### config.mk
export PLATFORM = sky130hd
export DESIGN_NAME = prefix_adder
export DESIGN_NICKNAME = d
export VERILOG_FILES = /design/src/rtl/prefix_adder_pkg.sv /design/src/rtl/prefix_adder_cell.sv /design/src/rtl/prefix_adder.sv
export SDC_FILE = /design/constraint.sdc
export NUM_CORES = 1
export LEC_CHECK = 0
export ABC_CLOCK_PERIOD_IN_PS = 900
export CAP_MARGIN = 20
export CORE_MARGIN = 2
export CORE_UTILIZATION = 42
export DETAILED_ROUTE_END_ITERATION = 12
export GPL_TIMING_DRIVEN = 0
export PLACE_DENSITY = 0.89
export SETUP_SLACK_MARGIN = 0.2
export SYNTH_ARGS = -nofsm -noshare
export SYNTH_HDL_FRONTEND = slang
export SYNTH_SLANG_ARGS = --single-unit
### constraint.sdc
create_clock -name clk -period 0.9 [get_ports clk]
set_input_delay 0.18 -clock clk [delete_from_list [all_inputs] [get_ports clk]]
set_output_delay 0.18 -clock clk [all_outputs]
set_load 0.02 [all_outputs]
### src/rtl/prefix_adder_pkg.sv
// prefix_adder_pkg
//   Shared types and helpers for the Kogge-Stone prefix adder.
//   - DEFAULT_W : default operand width
//   - levels()  : number of prefix-tree levels for a given width
//   - gp_t      : (generate, propagate) pair carried through the tree
package prefix_adder_pkg;

   localparam int DEFAULT_W = 8;

   function automatic int levels(input int w);
      return (w <= 1) ? 0 : $clog2(w);
   endfunction

   typedef struct packed {
      logic g;
      logic p;
   } gp_t;

endpackage

### src/rtl/prefix_adder_cell.sv
// prefix_cell
//   One node of the prefix tree: res = hi o lo, where
//   (G,P) o (G',P') = (G | P&G', P&P').
//   Ports:
//     hi  : gp_t pair of the more-significant span
//     lo  : gp_t pair of the less-significant span
//     res : combined pair
//   Parameter BLACK: 1 computes G and P; 0 computes G only and passes
//   hi.p through (used where the combined span already reaches carry-in,
//   so its P is never consumed).
module prefix_cell
   import prefix_adder_pkg::*;
#(
   parameter bit BLACK = 1'b1
)
(
   input  gp_t hi,
   input  gp_t lo,
   output gp_t res
);

   assign res.g = hi.g | (hi.p & lo.g);

   generate
      if (BLACK) begin : g_black
         assign res.p = hi.p & lo.p;
      end else begin : g_grey
         logic unused_lo_p;
         assign unused_lo_p = lo.p;
         assign res.p       = hi.p;
      end
   endgenerate

endmodule

### src/rtl/prefix_adder.sv
// prefix_adder
//   W-bit adder with carry-in on a Kogge-Stone prefix carry tree; the
//   result is registered once ({cout,s} valid one clock after sampling).
//   Optional macro PREFIX_ADDER_OVF_EN adds the registered signed-overflow
//   output ovf = c[W-1]^c[W].
//   Ports:
//     clk       : clock, rising edge
//     rst_n     : asynchronous active-low reset
//     in_valid  : operands valid this cycle
//     a, b      : W-bit operands
//     cin       : carry-in
//     out_valid : registered in_valid
//     s         : registered sum
//     cout      : registered carry-out
//     ovf       : registered two's-complement overflow (PREFIX_ADDER_OVF_EN only)
module prefix_adder
   import prefix_adder_pkg::*;
#(
   parameter int W = DEFAULT_W
)
(
   input  logic         clk,
   input  logic         rst_n,
   input  logic         in_valid,
   input  logic [W-1:0] a,
   input  logic [W-1:0] b,
   input  logic         cin,
   output logic         out_valid,
   output logic [W-1:0] s,
   output logic         cout
`ifdef PREFIX_ADDER_OVF_EN
   ,output logic        ovf
`endif
);

   localparam int LVL = levels(W);

   logic [W-1:0] g;
   logic [W-1:0] p;
   logic [W:0]   c;
   logic [W-1:0] sum;

   // Column -1 holds carry-in as a pure generate. Bit 0 is folded with it
   // at level 0, so every column i>=0 already spans down to -1 on its low
   // side; this lets LVL=$clog2(W) levels finish all carries (and W=1
   // needs no further levels).
   gp_t tree [0:LVL][-1:W-1];

   assign tree[0][-1] = '{g: cin, p: 1'b0};

   genvar l, i;
   generate
      for (i = 0; i < W; i++) begin : g_leaf
         assign g[i] = a[i] & b[i];
         assign p[i] = a[i] ^ b[i];
         if (i == 0) begin : g_fold_cin
            prefix_cell #(.BLACK(1'b0)) u_cell (
               .hi  ('{g: g[0], p: p[0]}),
               .lo  (tree[0][-1]),
               .res (tree[0][0])
            );
         end else begin : g_raw
            assign tree[0][i] = '{g: g[i], p: p[i]};
         end
      end

      for (l = 1; l <= LVL; l++) begin : g_lvl
         localparam int SPAN = 1 << (l - 1);
         for (i = -1; i < W; i++) begin : g_node
            if (i - SPAN < 0) begin : g_pass
               assign tree[l][i] = tree[l-1][i];
            end else begin : g_cell
               // After this level column i covers bits [i-2^l+1 .. i]; it is
               // complete (reaches cin) when i <= 2^l-1, so only G matters.
               prefix_cell #(.BLACK(i > (1 << l) - 1)) u_cell (
                  .hi  (tree[l-1][i]),
                  .lo  (tree[l-1][i-SPAN]),
                  .res (tree[l][i])
               );
            end
         end
      end

      for (i = 0; i <= W; i++) begin : g_carry
         assign c[i] = tree[LVL][i-1].g;
      end
   endgenerate

   assign sum = p ^ c[W-1:0];

   // ---- output register stage ----
   always_ff @(posedge clk or negedge rst_n) begin
      if (!rst_n) begin
         out_valid <= 1'b0;
         s         <= '0;
         cout      <= 1'b0;
`ifdef PREFIX_ADDER_OVF_EN
         ovf       <= 1'b0;
`endif
      end else begin
         out_valid <= in_valid;
         if (in_valid) begin
            s    <= sum;
            cout <= c[W];
`ifdef PREFIX_ADDER_OVF_EN
            ovf  <= c[W-1] ^ c[W];
`endif
         end
      end
   end

endmodule

Run 1, signal wires on met1:
The bar under the picture is 10 um long.
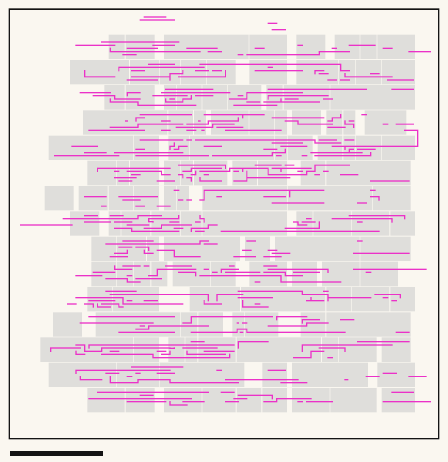
longest straight run: 17.0 um
nets with wire on the layer: 144
share of all routed wire: 39%
main direction: horizontal
wire length on this layer: 1070 um

Run 1, met2 routing:
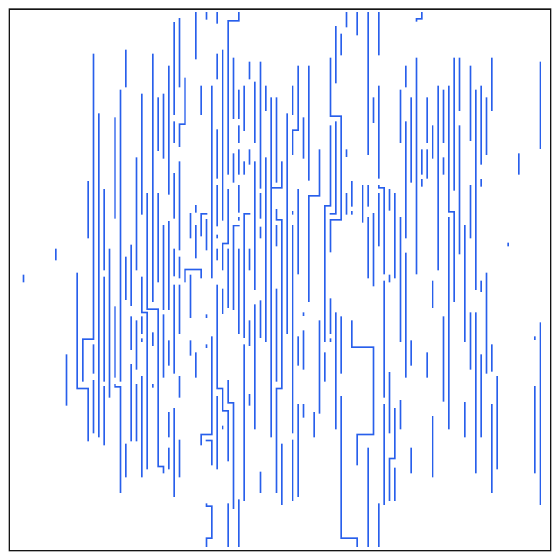
main direction: vertical
wire length on this layer: 1430 um
nets with wire on the layer: 155
share of all routed wire: 52%

==> impl_metrics.env, run 1 <==
# source this file to load flow results
export IMPL_setup_tns_ns=-5.13
export IMPL_ys_sh_simple=0.134
export IMPL_top_logic_kind="AND-OR/OR-AND gates"
export IMPL_peakVddDrop_uv=847
export IMPL_p_leak_uw=0.000641
export IMPL_first_pass_iters=4
export IMPL_setup_violations=18
export IMPL_startpoint="a[0]"
export IMPL_edf_count=0
export IMPL_status="complete, but fails checks"
export IMPL_synth_nets=106
export IMPL_synthArstFlopShare=1.00
export IMPL_finalMaxSlewViolations=0
export IMPL_dieWidth_um=46.1
export IMPL_n_all_buffers=54
export IMPL_fp_dieH_um=46.1
export IMPL_cts_path_max_buffers=2
export IMPL_power_total_uw=2100
export IMPL_pg_seq_uw=598
export IMPL_num_nonclk_inverters=5
export IMPL_top_power_group="combinational logic"
export IMPL_dp_hpwl_um=1470
export IMPL_common_cells="10 x dfrtp_1, 9 x o21ai_0, 7 x ha_1"
export IMPL_regMostFlops="s"
export IMPL_cp_end_kind="flip-flop"
export IMPL_area_combinational_um2=597
export IMPL_grt_pass1_vias=849
export IMPL_finish_utilization=0.837
export IMPL_clock_power_share=0.195
export IMPL_area_delta_synth_final_pct=89.6
export IMPL_clk_share=0.0257
export IMPL_dominant_cells="logic gates"
export IMPL_gp_congestion=0.754
export IMPL_reg2reg_depth=3
export IMPL_flop_area_um2=250
export IMPL_placed_cells=123
export IMPL_power_density_mw_per_mm2=1490
export IMPL_grt_use_met1=0.333
export IMPL_top_cell="dfrtp_1"
export IMPL_synthXorXnorAreaFrac=0.0235
export IMPL_num_rows=15
export IMPL_cts_hold_buf=0
export IMPL_whs_endpoint="out_valid"
export IMPL_drc=0
export IMPL_finalInstanceArea_mm2=0.00141
export IMPL_failed_checks="setup timing"
export IMPL_fin_cells=149
export IMPL_regToRegEndpoint="s[5]"
export IMPL_required_ns=1.06
export IMPL_rsz0062_at_grt="true"
export IMPL_design_core_area_mm2=0.00169
export IMPL_busiest_layer="met2"
export IMPL_finalWorstSetupSlack_ns=-0.682
export IMPL_aoi_share=0.191
export IMPL_buffer_area_frac=0.347
export IMPL_cp_start_kind="primary input"
export IMPL_critPathMostFrequentCell="fa_2"
export IMPL_p_switching_uw=714
export IMPL_initCoreUtil=0.441
export IMPL_avgViaCountPerCell=6.09
export IMPL_portBuffers=29
export IMPL_drv_cap=0
export IMPL_drive_above_1_share=0.492
export IMPL_post_cts_setup_buffer_count=17
export IMPL_comb_share=0.422
Run 1, M3 wires:
The bar under the picture is 10 um long.
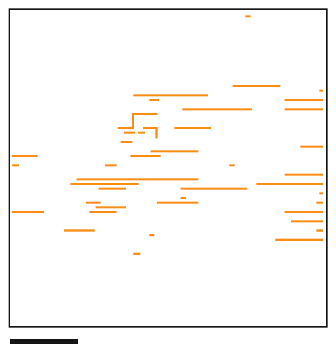
wire length on this layer: 176 um
longest straight run: 17.5 um
routed vias: 908
M3 GR Usage: 0.0549
Post-Route WL: 2760 um

Run 1, clock routing:
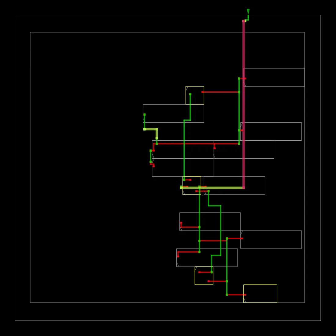
count of flip-flops and latches: 10
Clock Skew: 0 ns
# clock sinks: 10

--- run 2 (diff from run 1) ---
SLEW_MARGIN = 20   (was unset)
Run 2, drive-strength map:
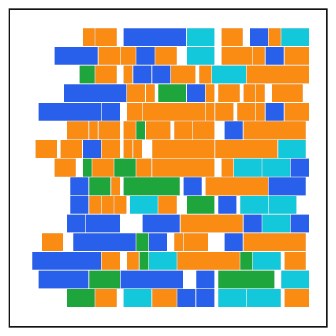
legend:
  cyan:
    size: _6 and larger
    cells: 17
    share: 13%
  orange:
    size: _0 and _1 cells
    cells: 67
    share: 51%
  blue:
    size: _3 and _4 cells
    cells: 34
    share: 26%
  green:
    size: _2 cells
    cells: 14
    share: 11%
Synth-to-Final Area Change: 89.6%
Non-clock buffers: 54
final instance area: 0.00141 mm^2

==> impl_metrics.env, run 2 <==
# source this file to load flow results
export IMPL_clk_pin_slew_ns=0.07
export IMPL_fmax_mhz=632
export IMPL_largest_reg_flops=8
export IMPL_design_core_area_mm2=0.00169
export IMPL_fp_dieH_um=46.1
export IMPL_flops=10
export IMPL_power_density_mw_per_mm2=1490
export IMPL_cts_resized=117
export IMPL_p_leak_uw=0.000641
export IMPL_ys_ff=10
export IMPL_synthArstFlopShare=1.00
export IMPL_path_cells="buf_6 -> fa_2 -> inv_2 -> fa_2 -> nor2b_4 -> o31a_1 -> or3_1 -> o311ai_1"
export IMPL_failed_checks="setup timing"
export IMPL_met3_usage=0.0549
export IMPL_avgViaCountPerCell=6.09
export IMPL_route_met3_wl_um=176
export IMPL_antenna_found_initial=0
export IMPL_syn_cell_area_um2=746
export IMPL_comb_cells=59
export IMPL_num_nonclk_inverters=5
export IMPL_drive_above_1_share=0.492
export IMPL_gp_congestion=0.754
export IMPL_busiest_layer="met2"
export IMPL_cts_root_buf="clkbuf_4"
export IMPL_ys_sh_simple=0.134
export IMPL_first_pass_iters=4
export IMPL_placed_cells=123
export IMPL_fillers=81
export IMPL_rsz0062_at_grt="true"
export IMPL_finish_utilization=0.837
export IMPL_worst_pin_slew_ns=0.444
export IMPL_buffer_area_frac=0.347
export IMPL_area_combinational_um2=597
export IMPL_dominant_cells="logic gates"
export IMPL_critPathMostFrequentCell="fa_2"
export IMPL_drv_cap=0
export IMPL_syn_inst=77
export IMPL_peakVddDrop_uv=847
export IMPL_synth_stat_cells=77
export IMPL_cp_depth=8
export IMPL_startpoint="a[0]"
export IMPL_power_total_uw=2100
export IMPL_sequentialPowerShare=0.285
export IMPL_num_rows=15
export IMPL_finClkSkew_ns=0
export IMPL_drc=0
export IMPL_yosysTopAreaCell="dfrtp_1"
export IMPL_setup_tns_ns=-5.13
export IMPL_edf_count=0
export IMPL_wire_per_inst_um=18.6
export IMPL_comb_share=0.422
export IMPL_top_power_group="combinational logic"
export IMPL_r2r_start="s[5]"
export IMPL_cts_buffers=3
export IMPL_fin_crit_sh=1.76
export IMPL_post_cts_setup_buffer_count=17
export IMPL_cp_end_kind="flip-flop"
export IMPL_regToRegEndpoint="s[5]"
export IMPL_aoi_share=0.191
export IMPL_setup_violations=18
export IMPL_cts_path_max_buffers=2
export IMPL_top_logic_kind="AND-OR/OR-AND gates"
export IMPL_reg2reg_depth=3
export IMPL_cts_hold_buf=0
export IMPL_grt_max_degree=11
export IMPL_layout_nets=162
export IMPL_cts_tree="yes"
export IMPL_dieWidth_um=46.1
export IMPL_ys_types=29
export IMPL_regMostFlops="s"
export IMPL_portBuffers=29
export IMPL_grt_pass1_vias=849
export IMPL_p_int_uw=1390
export IMPL_powerComb_uw=1090
export IMPL_area_leaders="dfrtp_1 34%, ha_1 12%, o21ai_0 6.0%, mux2_2 6.0%, fa_1 5.4%"
export IMPL_fin_cells=149
export IMPL_dp_hpwl_um=1470
export IMPL_via_count=908
export IMPL_pwr_share_comb=0.520
export IMPL_common_cells="10 x dfrtp_1, 9 x o21ai_0, 7 x ha_1"
export IMPL_taps=17
export IMPL_final_cell_mix="20 x buf_4, 15 x buf_6, 11 x dlygate4sd2_1"
export IMPL_whs_endpoint="out_valid"
export IMPL_finalMaxSlewViolations=0
export IMPL_p_switching_uw=714
export IMPL_finalHoldViolations=0
export IMPL_initCoreUtil=0.441
export IMPL_worst_ep_arrival_time_ns=1.75
export IMPL_pg_clk_uw=410
export IMPL_grt_overflow_total=0
export IMPL_status="complete, but fails checks"
export IMPL_ff2ff_setup_slack_ns=-0.13
export IMPL_synthXorXnorAreaFrac=0.0235
export IMPL_drt_iter0_drc=22
export IMPL_cp_start_kind="primary input"
export IMPL_cts_sinks=10
export IMPL_top_cell="dfrtp_1"
export IMPL_finalWirelength_um=2760
export IMPL_finalWorstSetupSlack_ns=-0.682
export IMPL_grt_use_met1=0.333
export IMPL_clk_share=0.0257
export IMPL_synth_nets=106
export IMPL_required_ns=1.06
export IMPL_clock_power_share=0.195
export IMPL_flop_area_um2=250
export IMPL_pg_seq_uw=598
Run 2, M3 wires:
The bar under the picture is 10 um long.
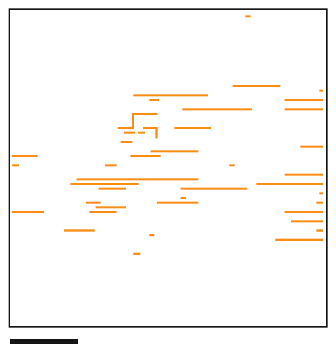

--- run 3 (diff from run 2) ---
ABC_CLOCK_PERIOD_IN_PS = 1700   (was 900)
CTS_CLUSTER_DIAMETER = 50   (was unset)
clock period = 1.7 ns   (was 0.9 ns; I/O delays follow)
Run 3, M3 wires:
The bar under the picture is 10 um long.
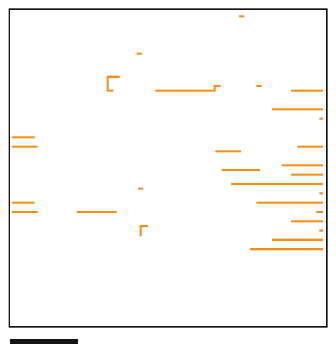
longest straight run: 13.1 um
main direction: horizontal
Post-Route WL: 2350 um
routed vias: 784
M3 GR Usage: 0.0431

==> impl_metrics.env, run 3 <==
# source this file to load flow results
export IMPL_final_cell_mix="14 x dlygate4sd2_1, 10 x dfrtp_1, 8 x buf_4"
export IMPL_fp_dieH_um=46.1
export IMPL_largest_reg_flops=8
export IMPL_grt_overflow_total=0
export IMPL_grt_pass1_vias=749
export IMPL_reg2reg_depth=2
export IMPL_top_power_group="combinational logic"
export IMPL_grt_use_met1=0.244
export IMPL_cpMaxStageDelayCell="fa_2"
export IMPL_p_leak_uw=0.000607
export IMPL_cts_sinks=10
export IMPL_syn_inst=77
export IMPL_cts_path_max_buffers=2
export IMPL_power_density_mw_per_mm2=754
export IMPL_critPathMostFrequentCell="fa_2"
export IMPL_area_delta_synth_final_pct=73.2
export IMPL_cp_end_kind="flip-flop"
export IMPL_setup_tns_ns=-0.0714
export IMPL_avgViaCountPerCell=5.81
export IMPL_failed_checks="setup timing"
export IMPL_cts_resized=40
export IMPL_pg_seq_uw=308
export IMPL_grt_max_degree=11
export IMPL_ys_sh_simple=0.134
export IMPL_drive_above_1_share=0.373
export IMPL_worst_pin_slew_ns=0.430
export IMPL_clk_share=0.0281
export IMPL_finalHoldViolations=0
export IMPL_dp_hpwl_um=1380
export IMPL_cp_depth=8
export IMPL_ys_ff=10
export IMPL_regMostFlops="s"
export IMPL_comb_cells=59
export IMPL_finish_utilization=0.764
export IMPL_p_int_uw=635
export IMPL_buffer_area_frac=0.277
export IMPL_aoi_share=0.191
export IMPL_power_total_uw=974
export IMPL_gp_congestion=0.795
export IMPL_synth_stat_cells=77
export IMPL_taps=17
export IMPL_synthArstFlopShare=1.00
export IMPL_edf_count=0
export IMPL_first_pass_iters=4
export IMPL_comb_share=0.470
export IMPL_fillers=108
export IMPL_cp_start_kind="primary input"
export IMPL_synth_nets=106
export IMPL_relSlewSlack=0.712
export IMPL_worst_ep_arrival_time_ns=1.93
export IMPL_path_cells="buf_6 -> fa_2 -> inv_2 -> fa_2 -> nor2b_4 -> o31a_1 -> or3_4 -> o311ai_2"
export IMPL_cts_buffers=3
export IMPL_yosys_area_um2=746
export IMPL_antenna_found_initial=0
export IMPL_setup_violations=2
export IMPL_startpoint="a[0]"
export IMPL_drc=0
export IMPL_r2r_start="s[6]"
export IMPL_finalMaxSlewViolations=0
export IMPL_cts_hold_buf=0
export IMPL_required_ns=1.86
export IMPL_cp_slowest_stage_delay_ns=0.39
export IMPL_cts_root_buf="clkbuf_4"
export IMPL_top_cell="dfrtp_1"
export IMPL_rsz0062_at_grt="true"
export IMPL_finClkSkew_ns=0
export IMPL_area_leaders="dfrtp_1 34%, ha_1 12%, o21ai_0 6.0%, mux2_2 6.0%, fa_1 5.4%"
export IMPL_flop_area_um2=250
export IMPL_powerComb_uw=454
export IMPL_num_nonclk_inverters=5
export IMPL_sequentialPowerShare=0.316
export IMPL_route_met3_wl_um=115
export IMPL_peakVddDrop_uv=376
export IMPL_clock_power_share=0.218
export IMPL_cts_tree="yes"
export IMPL_dominant_cells="logic gates"
export IMPL_ff2ff_setup_slack_ns=0.82
export IMPL_regToRegEndpoint="s[6]"
export IMPL_area_combinational_um2=607
export IMPL_layout_nets=148
export IMPL_status="complete, but fails checks"
export IMPL_drt_iter0_drc=20
export IMPL_placed_cells=123
export IMPL_finalInstanceArea_mm2=0.00129
export IMPL_post_cts_setup_buffer_count=6
export IMPL_finalWorstSetupSlack_ns=-0.0613
export IMPL_flops=10
export IMPL_ys_types=29
export IMPL_pg_clk_uw=212
export IMPL_syn_cell_area_um2=746
export IMPL_p_switching_uw=339
export IMPL_pwr_share_comb=0.466
export IMPL_dieWidth_um=46.1
export IMPL_top_logic_kind="AND-OR/OR-AND gates"
export IMPL_synthXorXnorAreaFrac=0.0235
export IMPL_busiest_layer="met2"
export IMPL_fin_crit_sh=1.04
export IMPL_num_rows=15
export IMPL_clk_pin_slew_ns=0.07
export IMPL_fmax_mhz=568
export IMPL_initCoreUtil=0.441
export IMPL_n_all_buffers=40
export IMPL_portBuffers=29
